==> config.mk <==
export PLATFORM = sky130hd
export DESIGN_NAME = seg_scan_ctrl
export DESIGN_NICKNAME = d
export VERILOG_FILES = /design/src/rtl/seg_disp_pkg.sv /design/src/rtl/seg_glyph_dec.sv /design/src/rtl/seg_scan_ctrl.sv
export SDC_FILE = /design/constraint.sdc
export NUM_CORES = 1
export LEC_CHECK = 0
export CELL_PAD_IN_SITES_DETAIL_PLACEMENT = 2
export CELL_PAD_IN_SITES_GLOBAL_PLACEMENT = 2
export CORE_MARGIN = 2
export CORE_UTILIZATION = 33
export CTS_CLUSTER_DIAMETER = 30
export DETAILED_ROUTE_END_ITERATION = 16
export PLACE_DENSITY = 0.77
export SYNTH_ARGS = -nofsm -noshare
export SYNTH_HDL_FRONTEND = slang
export SYNTH_HIERARCHICAL = 1
export SYNTH_SLANG_ARGS = --single-unit
==> constraint.sdc <==
create_clock -name SYS_CLK -period 5.2 [get_ports SYS_CLK]
set_clock_uncertainty 0.2 [all_clocks]
set_input_delay 1.3 -clock SYS_CLK [delete_from_list [all_inputs] [get_ports SYS_CLK]]
set_output_delay 1.3 -clock SYS_CLK [all_outputs]
set_load 0.01 [all_outputs]
==> src/rtl/seg_disp_pkg.sv <==
// Shared definitions for the seven-segment scan path: glyph ROM, scan states
// and the digit-strobe helper.
package seg_disp_pkg;

  typedef enum logic [0:0] {
    SHOW = 1'b0,
    GAP  = 1'b1
  } scan_state_e;

  localparam logic [6:0] SEG_BLANK = 7'h00;

  // Active-high glyphs, bit0 = segment a, bit6 = segment g.
  localparam logic [6:0] GLYPH_TAB [16] = '{
    7'h3F, 7'h06, 7'h5B, 7'h4F, 7'h66, 7'h6D, 7'h7D, 7'h07,
    7'h7F, 7'h6F, 7'h77, 7'h7C, 7'h39, 7'h5E, 7'h79, 7'h71
  };

  function automatic logic [15:0] f_onehot(input logic [3:0] idx);
    f_onehot = 16'h0001 << idx;
  endfunction

endpackage

==> src/rtl/seg_glyph_dec.sv <==
// Code-to-glyph decoder; output is active-high, polarity is the caller's job.
module seg_glyph_dec
  import seg_disp_pkg::*;
(
  input  logic [3:0] i_code,
  input  logic       i_hex_en,
  output logic [6:0] o_glyph
);

  always_comb begin
    o_glyph = GLYPH_TAB[i_code];
    if ((i_code > 4'd9) && !i_hex_en) o_glyph = SEG_BLANK;
  end

endmodule

==> src/rtl/seg_scan_ctrl.sv <==
// Multiplexed seven-segment scan controller with inter-digit blanking gap,
// per-digit blink, leading-zero suppression and optional hex glyphs.
module seg_scan_ctrl
  import seg_disp_pkg::*;
#(
  parameter int NUM_DIG      = 6,
  parameter int DWELL_TICKS  = 1,
  parameter int GAP_CYC      = 2,
  parameter int BLINK_TICKS  = 250,
  parameter int HEX_EN       = 0,
  parameter int SEG_ACT_LOW  = 1,
  parameter int SCAN_ACT_LOW = 1
) (
  input  logic                 SYS_CLK,
  input  logic                 EXT_RST_N,
  input  logic                 MS_F,
  input  logic [4*NUM_DIG-1:0] DIGIT_VAL,
  input  logic [NUM_DIG-1:0]   DP_IN,
  input  logic [NUM_DIG-1:0]   BLINK_MASK,
  input  logic                 LZ_EN,
  output logic [NUM_DIG-1:0]   SCAN,
  output logic [6:0]           SEVEN_SEG,
  output logic                 DISP_DP
);

  localparam int IDX_W = $clog2(NUM_DIG);
  localparam int GAP_W = ($clog2(GAP_CYC + 1) < 1) ? 1 : $clog2(GAP_CYC + 1);

  localparam logic [IDX_W-1:0] IDX_LAST   = IDX_W'(NUM_DIG - 1);
  localparam logic [7:0]       DWELL_LAST = 8'(DWELL_TICKS - 1);
  localparam logic [GAP_W-1:0] GAP_LAST   = GAP_W'(GAP_CYC - 1);
  localparam logic [15:0]      BLINK_LAST = 16'(BLINK_TICKS - 1);
  localparam logic             SEG_INV    = (SEG_ACT_LOW != 0);
  localparam logic             SCAN_INV   = (SCAN_ACT_LOW != 0);
  localparam logic             HEX_ON     = (HEX_EN != 0);

  scan_state_e      r_state, w_nxt_state;
  logic [IDX_W-1:0] r_idx, w_nxt_idx;
  logic [7:0]       r_dwell, w_nxt_dwell;
  logic [GAP_W-1:0] r_gap, w_nxt_gap;
  logic [15:0]      r_blink_cnt, w_nxt_blink_cnt;
  logic             r_blink_ph, w_nxt_blink_ph;

  logic [3:0]         w_code;
  logic [6:0]         w_glyph;
  logic [15:0]        w_onehot;
  logic [NUM_DIG-1:0] w_lz_blank;
  logic               w_zero_run;
  logic [NUM_DIG-1:0] w_scan_ah;
  logic [6:0]         w_seg_ah;
  logic               w_dp_ah;

  always_comb begin
    w_nxt_state     = r_state;
    w_nxt_idx       = r_idx;
    w_nxt_dwell     = r_dwell;
    w_nxt_gap       = r_gap;
    w_nxt_blink_cnt = r_blink_cnt;
    w_nxt_blink_ph  = r_blink_ph;

    if (MS_F) begin
      if (r_blink_cnt == BLINK_LAST) begin
        w_nxt_blink_cnt = '0;
        w_nxt_blink_ph  = ~r_blink_ph;
      end else begin
        w_nxt_blink_cnt = r_blink_cnt + 16'd1;
      end
    end

    case (r_state)
      SHOW: begin
        if (MS_F) begin
          if (r_dwell == DWELL_LAST) begin
            w_nxt_dwell = '0;
            w_nxt_idx   = (r_idx == IDX_LAST) ? '0 : r_idx + 1'b1;
            if (GAP_CYC > 0) begin
              w_nxt_state = GAP;
              w_nxt_gap   = '0;
            end
          end else begin
            w_nxt_dwell = r_dwell + 8'd1;
          end
        end
      end
      GAP: begin
        if (r_gap == GAP_LAST) begin
          w_nxt_state = SHOW;
          w_nxt_gap   = '0;
        end else begin
          w_nxt_gap = r_gap + 1'b1;
        end
      end
    endcase
  end

  // Outputs are built from the next state so strobe, segments and DP land together.
  always_comb begin
    w_code     = DIGIT_VAL[{w_nxt_idx, 2'b00} +: 4];
    w_onehot   = f_onehot(4'(w_nxt_idx));
    w_lz_blank = '0;
    w_zero_run = 1'b1;
    for (int i = NUM_DIG - 1; i >= 1; i--) begin
      w_zero_run    = w_zero_run && (DIGIT_VAL[4*i +: 4] == 4'd0);
      w_lz_blank[i] = LZ_EN && w_zero_run;
    end

    w_scan_ah = '0;
    w_seg_ah  = SEG_BLANK;
    w_dp_ah   = 1'b0;
    if (w_nxt_state == SHOW) begin
      w_scan_ah = NUM_DIG'(w_onehot);
      if (!(w_nxt_blink_ph && BLINK_MASK[w_nxt_idx])) begin
        w_dp_ah  = DP_IN[w_nxt_idx];
        w_seg_ah = w_lz_blank[w_nxt_idx] ? SEG_BLANK : w_glyph;
      end
    end
  end

  seg_glyph_dec u_glyph (
    .i_code   (w_code),
    .i_hex_en (HEX_ON),
    .o_glyph  (w_glyph)
  );

  always_ff @(posedge SYS_CLK or negedge EXT_RST_N) begin
    if (!EXT_RST_N) begin
      r_state     <= SHOW;
      r_idx       <= '0;
      r_dwell     <= '0;
      r_gap       <= '0;
      r_blink_cnt <= '0;
      r_blink_ph  <= 1'b0;
      SCAN        <= {NUM_DIG{SCAN_INV}};
      SEVEN_SEG   <= {7{SEG_INV}};
      DISP_DP     <= SEG_INV;
    end else begin
      r_state     <= w_nxt_state;
      r_idx       <= w_nxt_idx;
      r_dwell     <= w_nxt_dwell;
      r_gap       <= w_nxt_gap;
      r_blink_cnt <= w_nxt_blink_cnt;
      r_blink_ph  <= w_nxt_blink_ph;
      SCAN        <= w_scan_ah ^ {NUM_DIG{SCAN_INV}};
      SEVEN_SEG   <= w_seg_ah ^ {7{SEG_INV}};
      DISP_DP     <= w_dp_ah ^ SEG_INV;
    end
  end

endmodule

Fig. 1: run 1, signal wires by layer
Scale: 4 px per micron. Two of the layers only.
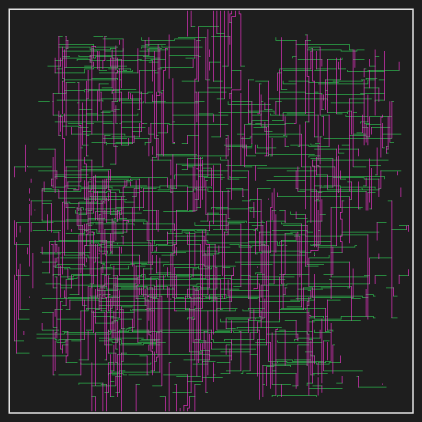
| layer | colour | wire length |
|---|---|---|
| met1 | green | 4140 microns |
| met2 | magenta | 4690 microns |
GRT Resource Usage Total: 19.04%
DRT Wirelength: 9145 microns
number of vias after detailed routing: 2755
Avg WL per Cell: 18.59 microns

Fig. 2: run 1, cell placement
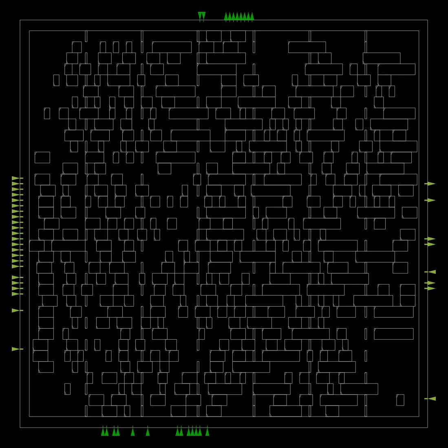
non-filler instance count after layout: 492
flop share of the area: 29.99%
post-layout utilization of the core: 41.67%

Fig. 3: run 1, M2 wires
Scale: 4 px per micron.
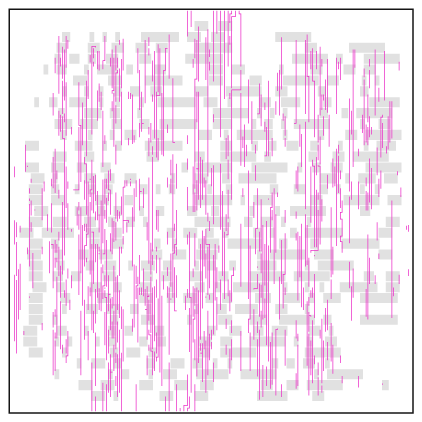
wire length on this layer: 4690 microns
nets with wire on the layer: 386
met2 capacity usage during global routing: 33.97%

==> results.txt, run 1 <==
The synthesis and PnR run went through. By area the synthesized netlist is led by sky130_fd_sc_hd__dfrtp_1 (25%), sky130_fd_sc_hd__dfstp_2 (12%), sky130_fd_sc_hd__nor2_1 (4.5%). For reference, the top logic cell family by area is simple AND/OR/NAND/NOR gates. Count of routing violations after the opening detailed-route iteration landed at 139.

The first global-routing pass estimated 15300 microns of wire. Maximum fanout count along the critical path landed at 13. Maximum buffer depth of the clock tree landed at 2. Yosys reports a chip area of 3078 sq um.

In the Yosys report the total cell count is 326. The slowest stage of the critical path is the sky130_fd_sc_hd__clkdlybuf4s50_1 cell. In this run the critical register-to-register path is captured at SEVEN_SEG[6]$_DFF_PN1_. The critical path is of the in2reg type. Once routing completed, OpenROAD measured the worst setup slack at 566.7 ps. Buffering stage count on the worst path with inverters included landed at 3. Clock-pin slew was measured on the worst setup and hold paths at 90 ps.

For the sequential group, total power comes out at 0.663 mW. Per the post-synthesis stats, the area per cell is 9.442 sq um. Via count of the first global-routing pass landed at 2953.

The largest part of the power goes to combinational logic. Area fraction in full adders, half adders and majority gates landed at 3.659%. The synthesized netlist devotes 7.114% of its cell area to XOR and XNOR gates.

Worst-case register-to-register setup slack landed at 1290 ps. The root buffer cell chosen for the clock tree is sky130_fd_sc_hd__clkbuf_8. After synthesis the netlist holds a flip-flop and latch count of 45. Share of total power in combinational logic landed at 61.8%. Count of library flops with an enable pin landed at 0. Net switching is 45.08% of the power. The final antenna diode tally reported by the flow is 0. Final setup violation count landed at 0. Total number of placement rows landed at 35. Clock share of power landed at 9.3%. Post-layout instance area landed at 3814 sq um.

The script computed a power per unit cell area of 601.5 nW/um^2. Number of buffers inserted to repair setup after CTS landed at 0. Looking at area per cell type in the netlist, the leader is sky130_fd_sc_hd__dfrtp_1. Number of primary I/O pins landed at 54. In the final report, the number of pins over their slew limit comes to 0. Final cycle utilization of the critical path landed at 89.10%. The timing report lists the critical path depth as 13 cells. In the final report, the number of hold violations comes to 0.

Number of clock-tree buffers in the layout landed at 7. In the final layout, the share of cells above drive strength 1 is 12.60%. Portion of total power attributed to sequential cells landed at 28.9%. Summing all multiplexer cells gives an area fraction of 4.390%.

Total placed instance area landed at 3730 sq um. The min-delay analysis places its worst path in the category reg2reg. Across all stage logs, warnings added up to 32. Hold analysis lists the worst path endpoint as r_blink_cnt[15]$_DFFE_PN0P_.

Using the TritonRoute via totals, the vias-per-cell ratio works out to 5.600. The cell sequence reported for the critical path is clkdlybuf4s50_1 > nor4b_4 > nand3_2 > buf_4 > nand2_1 > o22ai_1 > a222oi_1 > buf_4 > ha_1 > o21ba_1 > nor2_1 > a311oi_1 > o2111ai_1. Registers take 1144 sq um. Standby leakage power landed at 1.547 nW. Setup repair after global routing left no endpoint under its margin. Area share of the largest cell type after synthesis landed at 25.20%. The class occupying the most area after layout is reported as combinational gates. By instance count, the cell type seen most on the critical path is sky130_fd_sc_hd__buf_4. In this run the vertical extent of the chip is 100.6 microns. Port buffering added 53 buffers. The library cell used most frequently in the layout, excluding fill and tap cells, is sky130_fd_sc_hd__clkdlybuf4s50_1. According to the floorplan report, the die width is 100.6 microns.

The most common logic cells in the final layout are sky130_fd_sc_hd__clkdlybuf4s50_1 (52), sky130_fd_sc_hd__nor2_1 (37), sky130_fd_sc_hd__dfrtp_1 (31), sky130_fd_sc_hd__nand2_1 (27). The chip occupies 10120 sq um. Starting density of the core landed at 33.63%. The post-CTS hold buffer count recorded in the log is 0. Flop count landed at 45. Counting every sink on the clock net gives 45. Area of the mapped netlist landed at 3078 sq um. TritonCTS created 5 clock buffers.

The worst VDD IR drop from the latest analysis is 0.3339 mV. Area share of and/or/nand/nor cells after synthesis landed at 26.14%. Post-DP HPWL landed at 7076 microns.

Based on the critical path, the design can be clocked at up to 215.8 MHz. Per the timing report, the most critical flop-to-flop path originates at r_dwell[0]$_DFFE_PN0P_. The synthesized netlist devotes 17.36% of its cell area to compound gates. Per the final report, the share of cell area in non-clock buffers is 15.55%.

Number of distinct library cells after synthesis landed at 60. Of all flip-flops after synthesis, the portion carrying an async set or reset was 100.0%. Number of warnings printed during yosys synthesis landed at 6.

Clock latency on the worst-skew pair, taken at its later pin, is 300 ps. Combinational gate count landed at 257. Depth of the most critical reg-to-reg path landed at 13. The power report lists the clock group at 0.213 mW. The transition time recorded at the tightest slew-check pin is 989.6 ps. Cell count after synthesis landed at 326. Looking at the cell usage after synthesis, the top flip-flop cell is sky130_fd_sc_hd__dfrtp_1. Share of synthesized area occupied by flip-flops and latches landed at 37.15%. Number of non-clock inverters in the layout landed at 9. The critical path endpoint has a required time of 5200 ps. Worst-case hold slack landed at 276.5 ps. After layout, the minimum clock period comes to 4633 ps. According to the floorplan report, the placeable core area is 9153 sq um.

Counting instances, the worst hold path has a depth of 1. For this design the total switching power over the nets is 1.034 mW. Largest stage delay on the critical path landed at 550 ps. Clock cells make up 2.198% of the layout cell area. Adding up every negative setup slack in the final design gives 0 ps.

Grouping stages by cell kind, the critical path spends the most delay in AND-OR/OR-AND gates. The internal power of the cells totals 1.260 mW. In the final layout, the fill cell count is 1031.

Logic share of the area landed at 47.74%. Combinational power landed at 1.42 mW. The flow ran to the end, and the final reports show no timing, DRC or antenna violations. The worst setup path is launched from an input port. Per the hold report, the tightest min-delay path originates at r_blink_cnt[15]$_DFFE_PN0P_. According to the timing report, the critical path is captured at SEVEN_SEG[6]$_DFF_PN1_. Number of nets at the end of the flow landed at 429. For this run the aggregate overflow at the end of global routing stands at 0. In this run, post-CTS repair resized a total of 0 instances.

Number of well taps landed at 111. Leaving out the clock tree, the finished layout contains a buffer count of 62. Number of cells after detailed placement landed at 484. The initial antenna violation count came to 0. Total number of H-tree levels landed at 2. Number of search-and-repair iterations in the first detailed-routing pass landed at 4. Maximum number of pins on one net before global-route repair landed at 46. Final weighted congestion in routability-driven placement landed at 0.7956. Area growth from synthesis to layout landed at 23.90%. TritonCTS built the clock tree.

Worst slack after detailed placement landed at 277.8 ps. The tool flagged a number of max-cap violations equal to 0. The most critical setup path has its startpoint at MS_F. Headroom to the max-slew limit came out at 34.03%. After detailed routing, the number of remaining DRC violations is 0.

In this run the remaining antenna-violating nets after routing total 0. Overall power consumption after layout is estimated at 2.294 mW. Data arrival time of the critical path landed at 4640 ps. Multi-input combinational cell area landed at 1821 sq um.

The worst setup path is captured at a flop.
-- run 1: registers in the layout, indices dropped and copies added, names as in the netlist --
| register | count |
|---|---|
| r_state | 1 |
| DISP_DP | 1 |
| SEVEN_SEG | 7 |
| r_blink_ph | 1 |
| r_idx | 3 |
| r_dwell | 8 |
| r_gap | 2 |
| SCAN | 6 |
| r_blink_cnt | 16 |
-- run 1: cell usage after synthesis (all sizes together) (10+ instances only) --
cell / n
nor2: 37
dfrtp: 31
nand2: 27
dfstp: 14
xnor2: 14
clkbuf: 11
or3: 11
xor2: 11
nand3: 10
-- run 1: routing by layer --
metal,track usage [%],vias up,routed length (microns)
met1,25.18,1378,4137
met2,33.97,54,4692
li1,-,1317,-
met5,0,-,0
met3,1.526,6,230
met4,4.110,0,85
Fig. 4: run 1, ports around the boundary
Scale: 4 px per micron. Pins as bars across the die edge, other pins in grey.
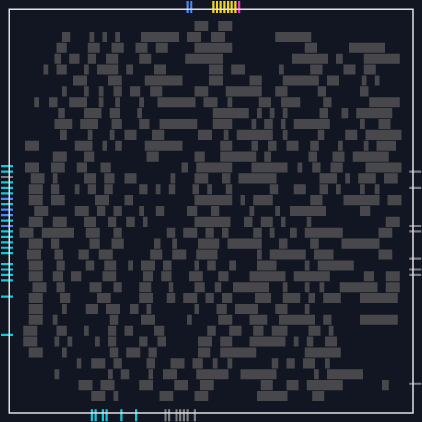

==> run 2, diff against run 1 <==
--- a/config.mk
+++ b/config.mk
@@ -8,10 +8,11 @@
 export CELL_PAD_IN_SITES_DETAIL_PLACEMENT = 2
 export CELL_PAD_IN_SITES_GLOBAL_PLACEMENT = 2
 export CORE_MARGIN = 2
-export CORE_UTILIZATION = 33
+export CORE_UTILIZATION = 34
+export CTS_BUF_LIST = sky130_fd_sc_hd__clkbuf_4
 export CTS_CLUSTER_DIAMETER = 30
 export DETAILED_ROUTE_END_ITERATION = 16
-export PLACE_DENSITY = 0.77
+export PLACE_DENSITY = 0.79
 export SYNTH_ARGS = -nofsm -noshare
 export SYNTH_HDL_FRONTEND = slang
 export SYNTH_HIERARCHICAL = 1
Fig. 5: run 2, ports around the boundary
Scale: 4 px per micron. Pins as bars across the die edge, other pins in grey.
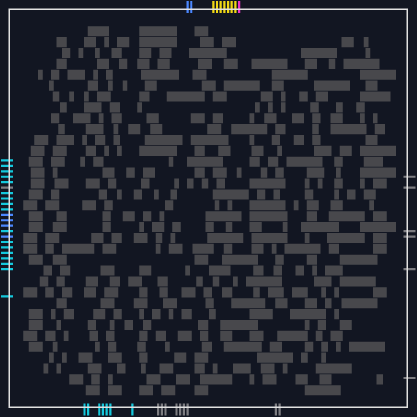
| port | colour | pins | direction | edge |
|---|---|---|---|---|
| `DISP_DP` | magenta | 1 | output | top |
| `DP_IN` | blue | 6 | input | 4 left, 2 top |
| `SEVEN_SEG` | yellow | 7 | output | top |
| `DIGIT_VAL` | cyan | 24 | input | 17 left, 7 bottom |
port bufs: 53
die width: 99.15 microns
vertical die size: 99.15 microns

Fig. 6: run 2, cell placement
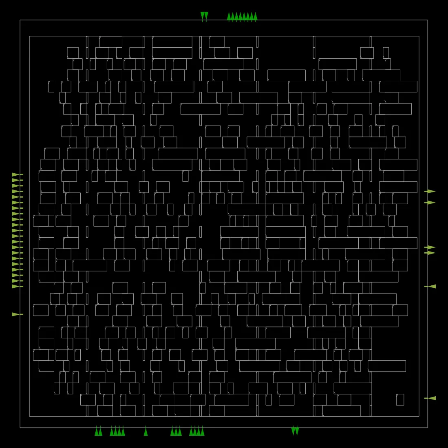
flip-flops: 45
post-layout utilization of the core: 43.29%
tap cell count: 108
Cell Rows: 34
filler instances: 971

==> run 2 against run 1 <==
Net effect: area after synthesis stayed put; final cell count fell by 0.20%; synthesized cell count is the same; total power decreased by 0.65%; register-to-register slack barely moved; combinational power about the same; via count grew 3.6%; sequential share of layout area rose by 0.16 points; count of clock-buffer cells in the layout unchanged; first-iteration DRC count decreased by 3.6%; critical endpoint is now SEVEN_SEG[1]$_DFF_PN1_; largest power group unchanged.
==> results.txt, run 2 <==
The synthesis and PnR run went through. The first global-routing pass estimated 15500 microns of wire. The critical path in this run is classified as in2reg. 54 I/O pins were placed.

The tightest min-delay check is of the reg2reg type. Setup repair after global routing left no endpoint under its margin. Area share of the largest cell type after synthesis landed at 25.20%. TritonCTS built the clock tree.

Multiplexer fraction of the synthesized cell area landed at 4.390%. Entering global routing, the biggest net connects 46 pins. The power report lists the combinational group at 1.44 mW. The clock network burns 7.5% of the power. The synthesis run identifies the leading combinational cell family as simple AND/OR/NAND/NOR gates. In the final layout, the registers with the most flip-flops are r_blink_cnt x16, r_dwell x8, SEVEN_SEG x7. Post-layout instance area landed at 3794 sq um. By area the synthesized netlist is led by sky130_fd_sc_hd__dfrtp_1 (25%), sky130_fd_sc_hd__dfstp_2 (12%), sky130_fd_sc_hd__nor2_1 (4.5%). Setup slack on the worst reg-to-reg path comes out at 1290 ps. The critical path's slowest stage uses the library cell sky130_fd_sc_hd__nor4_2. The layout has 7 clock buffers. Number of cells after detailed placement landed at 482. The number of hold buffers added after CTS was 0. Combinational gate count landed at 257. Worst slew slack as a fraction of its limit landed at 32.65%. Detailed placement finished with a half-perimeter wire length of 7265 microns. The register with the most flip-flops in the final layout is r_blink_cnt.

Required time at the worst-slack endpoint landed at 5270 ps. The via count of the first global-routing pass is 3057. The timing report attributes the biggest portion of critical-path delay to simple AND/OR/NAND/NOR gates. CTS built an H-tree with a depth of 2. Max-cap violations in this run came to 0. Async set or reset register ratio after synthesis landed at 100.0%. The worst hold path begins at r_blink_cnt[15]$_DFFE_PN0P_. Portion of the layout cell area used by clock cells landed at 1.517%.

The leakage component of the power was reported as 1.550 nW. In this run, power in the clock network comes to 0.172 mW. After floorplanning, the die was sized to cover 9830 sq um. Depth of the most critical reg-to-reg path landed at 14.

Multi-input combinational cell area landed at 1821 sq um. In the synthesized netlist, the number of instances is 326. Data-path buffer share of cell area in the final layout landed at 15.83%. Cell resize tally after clock tree synthesis landed at 0. OpenROAD emitted warnings numbering 32. The routed design could run at a clock period as short as 4488 ps. After synthesis, the mean cell area works out to 9.442 sq um. Summed over all layers, the global routing overflow is 0. The finished layout holds 491 standard cells, fillers aside. Standard cell core area landed at 8763 sq um. Final setup violation count landed at 0. Yosys reports that the most numerous cell types are sky130_fd_sc_hd__nor2_1 (37), sky130_fd_sc_hd__dfrtp_1 (31), sky130_fd_sc_hd__nand2_1 (27). Number of non-clock buffers in the layout landed at 63. The clock passes through at most 2 buffers.

Between the synthesized netlist and the finished layout, the area growth was recorded as 23.25%. Flip-flop and latch share of the layout cell area landed at 30.15%. Worst-case hold slack landed at 289.2 ps. Derived from the worst setup path, the maximum achievable clock frequency is 222.8 MHz. Via density per instance landed at 5.815. Post-detailed-route DRC marker count landed at 0. The cell that appears most often on the critical path is sky130_fd_sc_hd__nor2_1. Count of routing violations after the opening detailed-route iteration landed at 134. The worst setup path is captured at a flop.

The critical path contains buffers and inverters numbering 3 combined. Setup total negative slack on the finished layout was measured at 0 ps. Of all power groups, the one with the highest power is combinational logic. The most common cell in the synthesized netlist is sky130_fd_sc_hd__nor2_1. Portion of total power attributed to sequential cells landed at 29.1%. Number of warnings printed during yosys synthesis landed at 6. In this run, the synthesized area fraction spent on AND-OR/OR-AND gates is recorded as 17.36%. The synthesized netlist devotes 3.659% of its cell area to adder and majority cells. Post-synth the commonest register cell is sky130_fd_sc_hd__dfrtp_1. Counting buffers and inverters, the worst setup path is 13 cells deep. TritonCTS created 5 clock buffers. Final weighted congestion in routability-driven placement landed at 0.8047.

Starting density of the core landed at 35.12%. Register area landed at 1144 sq um. Number of distinct library cells after synthesis landed at 60. Proportion of layout cells with a drive suffix above 1 landed at 13.35%. The root buffer cell chosen for the clock tree is sky130_fd_sc_hd__clkbuf_4. The register with the most flip-flops in the layout has 16 of them. Of the total power, combinational logic draws 63.3%. Total cells reported by yosys after synthesis landed at 326. Initial antenna violation count landed at 1. In this run the remaining antenna-violating nets after routing total 0. Sequential logic power landed at 0.664 mW.

Final hold violation count landed at 0. In the Yosys report, the sequential cells make up 37.15% of the chip area. In this run the cell area of the synthesized design comes to 3078 sq um. Final count of pins violating max slew landed at 0.

Total net switching power landed at 1.050 mW. Buffers added to address setup during post-CTS repair amount to 0. The capture point of the worst register-to-register path is recorded as SEVEN_SEG[1]$_DFF_PN1_.

Later-pin clock latency in the skew report landed at 350 ps. Traced cell by cell, the critical path runs through clkdlybuf4s50_1 > nand4bb_1 > nor4_2 > a32o_1 > a221oi_1 > a222oi_1 > buf_4 > inv_1 > ha_1 > o21ba_1 > nor2_1 > nor2_1 > o2111ai_1. By area, the class that comes first in the final layout consists of combinational gates. The library cells used most frequently in the layout, excluding fill and tap cells, are sky130_fd_sc_hd__clkdlybuf4s50_1 (52), sky130_fd_sc_hd__nor2_1 (37), sky130_fd_sc_hd__dfrtp_1 (31), sky130_fd_sc_hd__nand2_1 (27).

Transition time of the tightest slew-check pin landed at 1010 ps. Internal portion of total power landed at 1.230 mW. Of the total standard cell area in the layout, the multi-input combinational portion is 47.99%. Total power after layout landed at 2.279 mW. In the hold report, the worst path ends at r_blink_cnt[15]$_DFFE_PN0P_. Number of flip-flops and latches in the synthesized netlist landed at 45.

After the last flow step, the layout net total stands at 430. Post-detailed-route wirelength per cell landed at 18.89 microns. Number of search-and-repair iterations in the first detailed-routing pass landed at 4. Total placed instance area landed at 3734 sq um. Per the timing report, the most critical flop-to-flop path originates at r_dwell[0]$_DFFE_PN0P_. Data arrival time of the critical path landed at 4560 ps. CTS saw 45 sinks. The run finished with clean final reports. Clock transition at the registers of the reported paths landed at 130 ps.

At the placement stage, the worst setup path has a slack of 369.6 ps. Looking at the critical path, the highest net fanout was 8. Net switching is 46.05% of the power. The critical path in the final layout is reported with a setup slack of 711.7 ps. The worst setup path is launched from an input port. The analysis reports a worst IR drop on VDD of 0.2653 mV. For reference, simple AND, OR, NAND and NOR cells occupy 26.14% of the area reported after synthesis. The stat command in Yosys gives a chip area of 3078 sq um. Dividing the final minimum period by the clock period gives 86.31%. Number of diodes landed at 1. Count of library flops with an enable pin landed at 0. The final layout report lists a non-clock inverter count of 9.

Largest stage delay on the critical path landed at 600 ps. In the hold timing report, the worst path depth is 1. Per the cell usage report, the commonest logic cell in the layout is sky130_fd_sc_hd__clkdlybuf4s50_1. The synthesized design spends more area on one cell type than any other, namely sky130_fd_sc_hd__dfrtp_1. Power density of the placed cells landed at 600.8 nW/um^2.

Per the synthesis report, the XOR/XNOR share of the synthesized area is 7.114%.
Fig. 7: run 2, signal wires by layer
Scale: 4 px per micron. Two of the layers only.
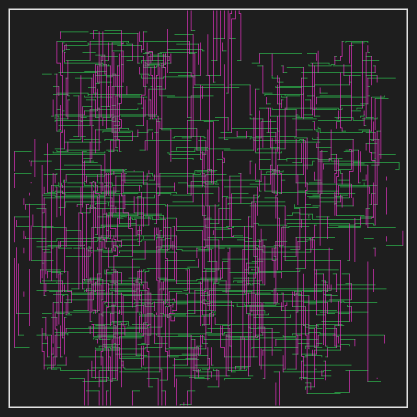
| layer | colour | wire length |
|---|---|---|
| met2 | magenta | 4800 microns |
| met1 | green | 4100 microns |
DRT Wirelength: 9274 microns
GRT Resource Usage Total: 19.45%
number of vias after detailed routing: 2855

-- run 2: worst max-delay path by stage --
stage	startpoint	endpoint	slack [ps]
after CTS	MS_F	SEVEN_SEG[1]$_DFF_PN1_	740
final	MS_F	SEVEN_SEG[1]$_DFF_PN1_	710
after global placement	MS_F	SEVEN_SEG[6]$_DFF_PN1_	490
after floorplan	MS_F	SEVEN_SEG[5]$_DFF_PN1_	870
after global routing	MS_F	SEVEN_SEG[6]$_DFF_PN1_	500
after detailed placement	MS_F	SEVEN_SEG[1]$_DFF_PN1_	370
-- run 2: metal layers --
metal  global-route usage (%)  wire [microns]
met1                    25.20            4102
met2                    35.08            4800
met3                    1.476             281
met4                    5.058              89
met5                        0               0
Fig. 8: run 2, layout detail
Region (30, 30) to (70, 70) microns. Cells in grey, sequential cells in the stronger grey; small squares are vias.
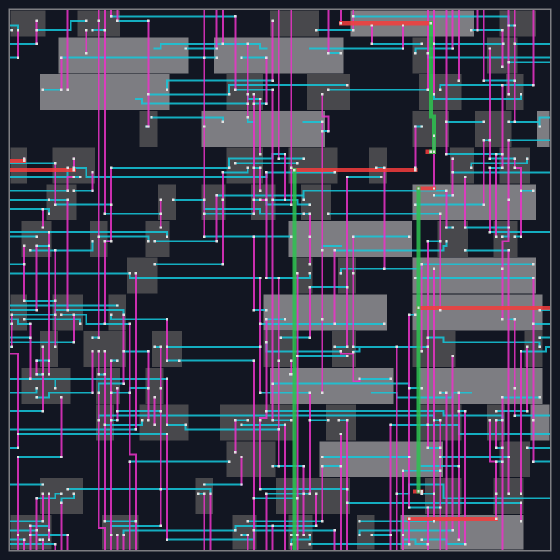

==> run 3, diff against run 2 <==
--- a/config.mk
+++ b/config.mk
@@ -8,11 +8,11 @@
 export CELL_PAD_IN_SITES_DETAIL_PLACEMENT = 2
 export CELL_PAD_IN_SITES_GLOBAL_PLACEMENT = 2
 export CORE_MARGIN = 2
-export CORE_UTILIZATION = 34
-export CTS_BUF_LIST = sky130_fd_sc_hd__clkbuf_4
+export CORE_UTILIZATION = 33
 export CTS_CLUSTER_DIAMETER = 30
+export CTS_CLUSTER_SIZE = 8
 export DETAILED_ROUTE_END_ITERATION = 16
-export PLACE_DENSITY = 0.79
+export PLACE_DENSITY = 0.77
 export SYNTH_ARGS = -nofsm -noshare
 export SYNTH_HDL_FRONTEND = slang
 export SYNTH_HIERARCHICAL = 1
==> constraint.sdc (replaced) <==
create_clock -name SYS_CLK -period 5.2 [get_ports SYS_CLK]
set_clock_uncertainty 0.2 [all_clocks]
set_input_delay 1.04 -clock SYS_CLK [delete_from_list [all_inputs] [get_ports SYS_CLK]]
set_output_delay 1.04 -clock SYS_CLK [all_outputs]
set_load 0.01 [all_outputs]
Fig. 9: run 3, layout detail
Region (30, 30) to (70, 70) microns. Cells in grey, sequential cells in the stronger grey; small squares are vias.
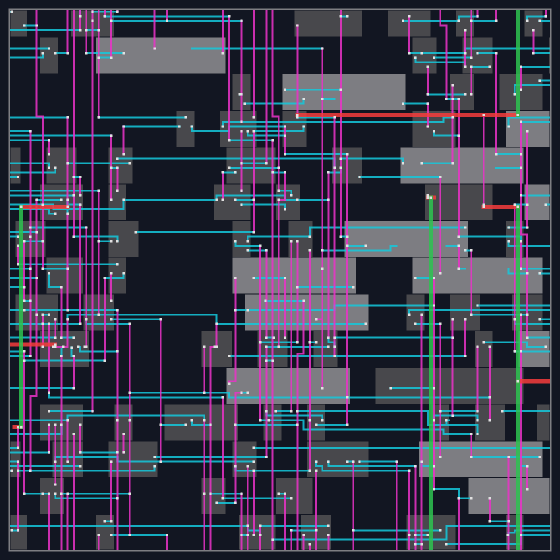
| layer | colour |
|---|---|
| met3 | red |
| met2 | magenta |
| met4 | green |
| met1 | cyan |
sequential cells in the window: 10
netlist names of flops here include: `r_gap` (2), `r_idx` (2)
cells with their middle in the window: 72
most frequent: nand2_1 (8), dfrtp_1 (8), nor2_1 (7)

Fig. 10: run 3, cell placement
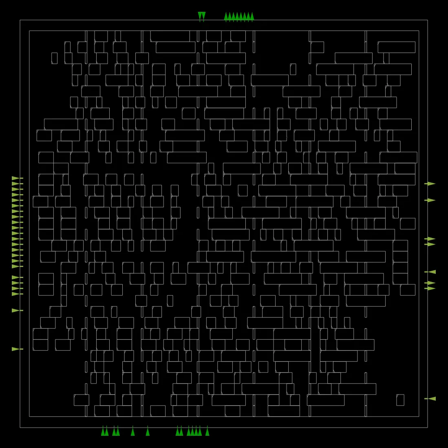
tap cell count: 111
flop share of the area: 29.79%
Cell Rows: 35
post-layout utilization of the core: 41.94%

Fig. 11: run 3, signal wires by layer
Scale: 4 px per micron. Two of the layers only.
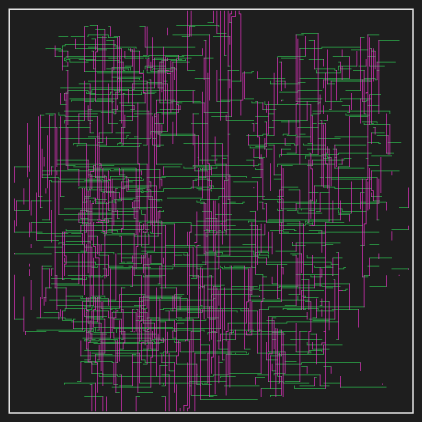
GRT Resource Usage Total: 19.16%
number of vias after detailed routing: 2759

==> run 3 against run 2 <==
Net effect: fmax down 2.9%; non-clock buffer count down 2; critical path type unchanged; first-iteration DRC count up 5.2%; highest routed layer unchanged; count of clock-buffer cells in the layout unchanged.
==> results.txt, run 3 <==
The synthesis and PnR run went through. Counting pins that exceed their max-slew limit in the final report gives 0. Counting instances in the post-synthesis netlist gives the leading cell types as sky130_fd_sc_hd__nor2_1 (37), sky130_fd_sc_hd__dfrtp_1 (31), sky130_fd_sc_hd__nand2_1 (27). Looking at the global route congestion table, the highest-usage layer is met2.

Per report_power, the top consumer among the power groups is combinational logic. Detailed-route iteration 0 reported a violation count of 141. In the synthesized netlist, mux cells make up 4.390% of the area. Per the final layout report, the fraction of cells sized above drive strength 1 comes to 12.63%. Setup slack of the critical path after layout landed at 578.0 ps. The die is 100.6 microns tall. Via density per instance landed at 5.619. Maximum fanout count along the critical path landed at 8. The launch point of the worst register-to-register path is recorded as r_dwell[0]$_DFFE_PN0P_. TritonCTS built the clock tree. In the post-route report, total wirelength is listed as 8999 microns. In this run the critical register-to-register path is captured at SEVEN_SEG[6]$_DFF_PN1_.

Internal portion of total power landed at 1.311 mW. Among all stages on the critical path, the largest delay is contributed by sky130_fd_sc_hd__a222oi_1. Per the OpenROAD timing report, the critical path contains 12 cells. Counting endpoints that fail hold in the final report gives 0. In the final routed layout, each cell accounts on average for 18.33 microns.

Width of the chip landed at 100.6 microns. STA classifies the critical path endpoint as a flop. Clock latency on the worst-skew pair, taken at its later pin, is 290 ps.

There are 45 flip-flops and latches. Multi-input combinational cell area landed at 1821 sq um. Number of buffers inserted to repair setup after CTS landed at 0. Summed over all nets, the half-perimeter wirelength after detailed placement is 7006 microns. Number of clock-tree buffers in the layout landed at 7.

For met2 alone, demand over resource in global routing was 33.35%. Dividing the final minimum period by the clock period gives 88.89%. Per the layout area report, the combinational fraction of cell area is 47.43%.

The most critical hold endpoint after final layout shows a slack of 276.0 ps. The die covers 10120 sq um. The flow reports power dissipated in the clock network as 0.271 mW. 257 cells are multi-input combinational gates.

Among logic cells in the layout, the one with the most instances is sky130_fd_sc_hd__clkdlybuf4s50_1. The final report gives the standard cell area, fillers excluded, as 3839 sq um. Filler cell count in the final layout landed at 1014. The completed layout was analyzed and its total power is 2.344 mW. Per STA, the endpoint of the critical path is SEVEN_SEG[6]$_DFF_PN1_. The stage logs contain a warning count of 32. After technology mapping, the gate count stands at 326. Setup slack on the worst path after placement came out at 259.7 ps. Count of clock tree sinks landed at 45. Number of primary I/O pins landed at 54. At the pin with the least slew margin, the transition time is 1006 ps. The run finished with clean final reports. The required time at the worst endpoint is listed as 5220 ps. Proportion of total power due to net switching landed at 44.06%. Per report_power, the Sequential row totals 0.647 mW. The longest clock path from root to sink contains 2 buffers. Number of warnings printed during yosys synthesis landed at 6. Register area landed at 1144 sq um. For this design the total switching power over the nets is 1.033 mW. Quantity of I/O buffers inserted on ports landed at 53.

In this run the maximum-capacitance check reported violations numbering 0. Portion of the layout cell area used by clock cells landed at 3.031%. The initial antenna violation count came to 0.

Number of cells after detailed placement landed at 483. Checking hold timing, the worst path is listed with class reg2reg. The highest supply drop recorded on VDD is 0.2615 mV. Number of nets at the end of the flow landed at 428. Post-CTS repair ended up resizing 0 cells. After Yosys synthesis, full adders, half adders and majority gates account for 3.659% of the synthesized area. Number of diodes landed at 0. AND-OR/OR-AND share of the synthesized area landed at 17.36%. Standby leakage power landed at 1.562 nW. Among all stages on the critical path, the maximum delay recorded is 740 ps.

For reference, the top logic cell family by area is simple AND/OR/NAND/NOR gates. Count of library flops with an enable pin landed at 0. Overall overflow remaining after global route landed at 0. Maximum number of pins on one net before global-route repair landed at 46. The cell that appears most often on the critical path is sky130_fd_sc_hd__nor2_1. Total cells reported by yosys after synthesis landed at 326. Wire length of the first global-routing pass landed at 15460 microns. Shortest clock period the worst path allows after layout landed at 4622 ps.

Summed over its instances, the top area cell type makes up 25.20% of the synthesized netlist area. The startpoint identified for the worst hold timing path is r_blink_cnt[15]$_DFFE_PN0P_. Per report_power, the combinational group accounts for 60.9% of the total.

The finished layout holds 491 standard cells, fillers aside. The tree is rooted in a sky130_fd_sc_hd__clkbuf_8. Buffering stage count on the worst path with inverters included landed at 2. The timing report attributes the biggest portion of critical-path delay to AND-OR/OR-AND gates. Static timing analysis puts the maximum clock frequency at 216.4 MHz. The register with the most flip-flops in the layout has 16 of them. In this run, post-CTS hold repair placed 0 buffers.

Registers are responsible for 27.6% of the overall power. The critical path goes through clkdlybuf4s50_1 > nor4b_4 > nand3_2 > nor2_1 > a221oi_1 > a222oi_1 > inv_1 > ha_1 > o21ba_1 > nor2_1 > a311oi_1 > o2111ai_1. Number of buffers created by CTS landed at 5. After synthesis, flip-flops and latches occupy 37.15% of the total area. The most critical setup path has its startpoint at MS_F.

Total negative slack landed at 0 ps. The largest cell class by area is combinational gates. Per the cell usage report, the commonest logic cells after layout are sky130_fd_sc_hd__clkdlybuf4s50_1 (52), sky130_fd_sc_hd__nor2_1 (37), sky130_fd_sc_hd__dfrtp_1 (31), sky130_fd_sc_hd__nand2_1 (27). Worst slew slack as a fraction of its limit landed at 32.92%. Standard cell core area landed at 9153 sq um.

Clock transition at the registers of the reported paths landed at 80 ps. Combinational power landed at 1.43 mW. The worst setup path is launched from an input port. A synthesized cell averages 9.442 sq um. Data-path buffer share of cell area in the final layout landed at 15.25%. Summing the areas of all and, or, nand and nor instances in the mapped netlist gives 26.14% of the synthesized area. Met1 routing resource usage after global routing landed at 25.60%.

Once the floorplan was initialized, standard cells occupied 33.63% of the core. The area growth from synthesis to layout is 24.72%. Total number of H-tree levels landed at 2.

The via count of the first global-routing pass was 3085. The biggest area contributor in the post-synthesis netlist is sky130_fd_sc_hd__dfrtp_1. Async set or reset register ratio after synthesis landed at 100.0%.

The main area contributors are sky130_fd_sc_hd__dfrtp_1 (25%), sky130_fd_sc_hd__dfstp_2 (12%), sky130_fd_sc_hd__nor2_1 (4.5%). Final setup violation count landed at 0. The flow reported a cell area power density of 610.7 nW/um^2.

The most common cell in the synthesized netlist is sky130_fd_sc_hd__nor2_1. The most used flip-flop cell after synthesis is sky130_fd_sc_hd__dfrtp_1. Area of the mapped netlist landed at 3078 sq um. Per the layout report, the design carries 61 non-clock buffers. The placement summary gives the final routability congestion estimate as 0.8044. Number of non-clock inverters in the layout landed at 9.
## run 3: netlist changes by cell type in the layout (fill, tap and decap cells not counted)
cell,change
sky130_fd_sc_hd__buf_4,-2
sky130_fd_sc_hd__bufinv_16,+1
sky130_fd_sc_hd__clkbuf_1,+1
sky130_fd_sc_hd__diode_2,-1
sky130_fd_sc_hd__clkinv_2,-1
sky130_fd_sc_hd__clkbuf_8,+6
sky130_fd_sc_hd__clkbuf_4,-7
## run 3: per-layer routing
| layer | routed length [microns] | vias up | share of wire (%) |
|---|---|---|---|
| li1 | - | 1321 | - |
| met5 | 0 | - | 0 |
| met2 | 4620 | 46 | 51 |
| met3 | 199 | 9 | 2.2 |
| met1 | 4067 | 1383 | 45 |
| met4 | 113 | 0 | 1.3 |
No activity file was given, so power comes from the tool's default toggle rates.
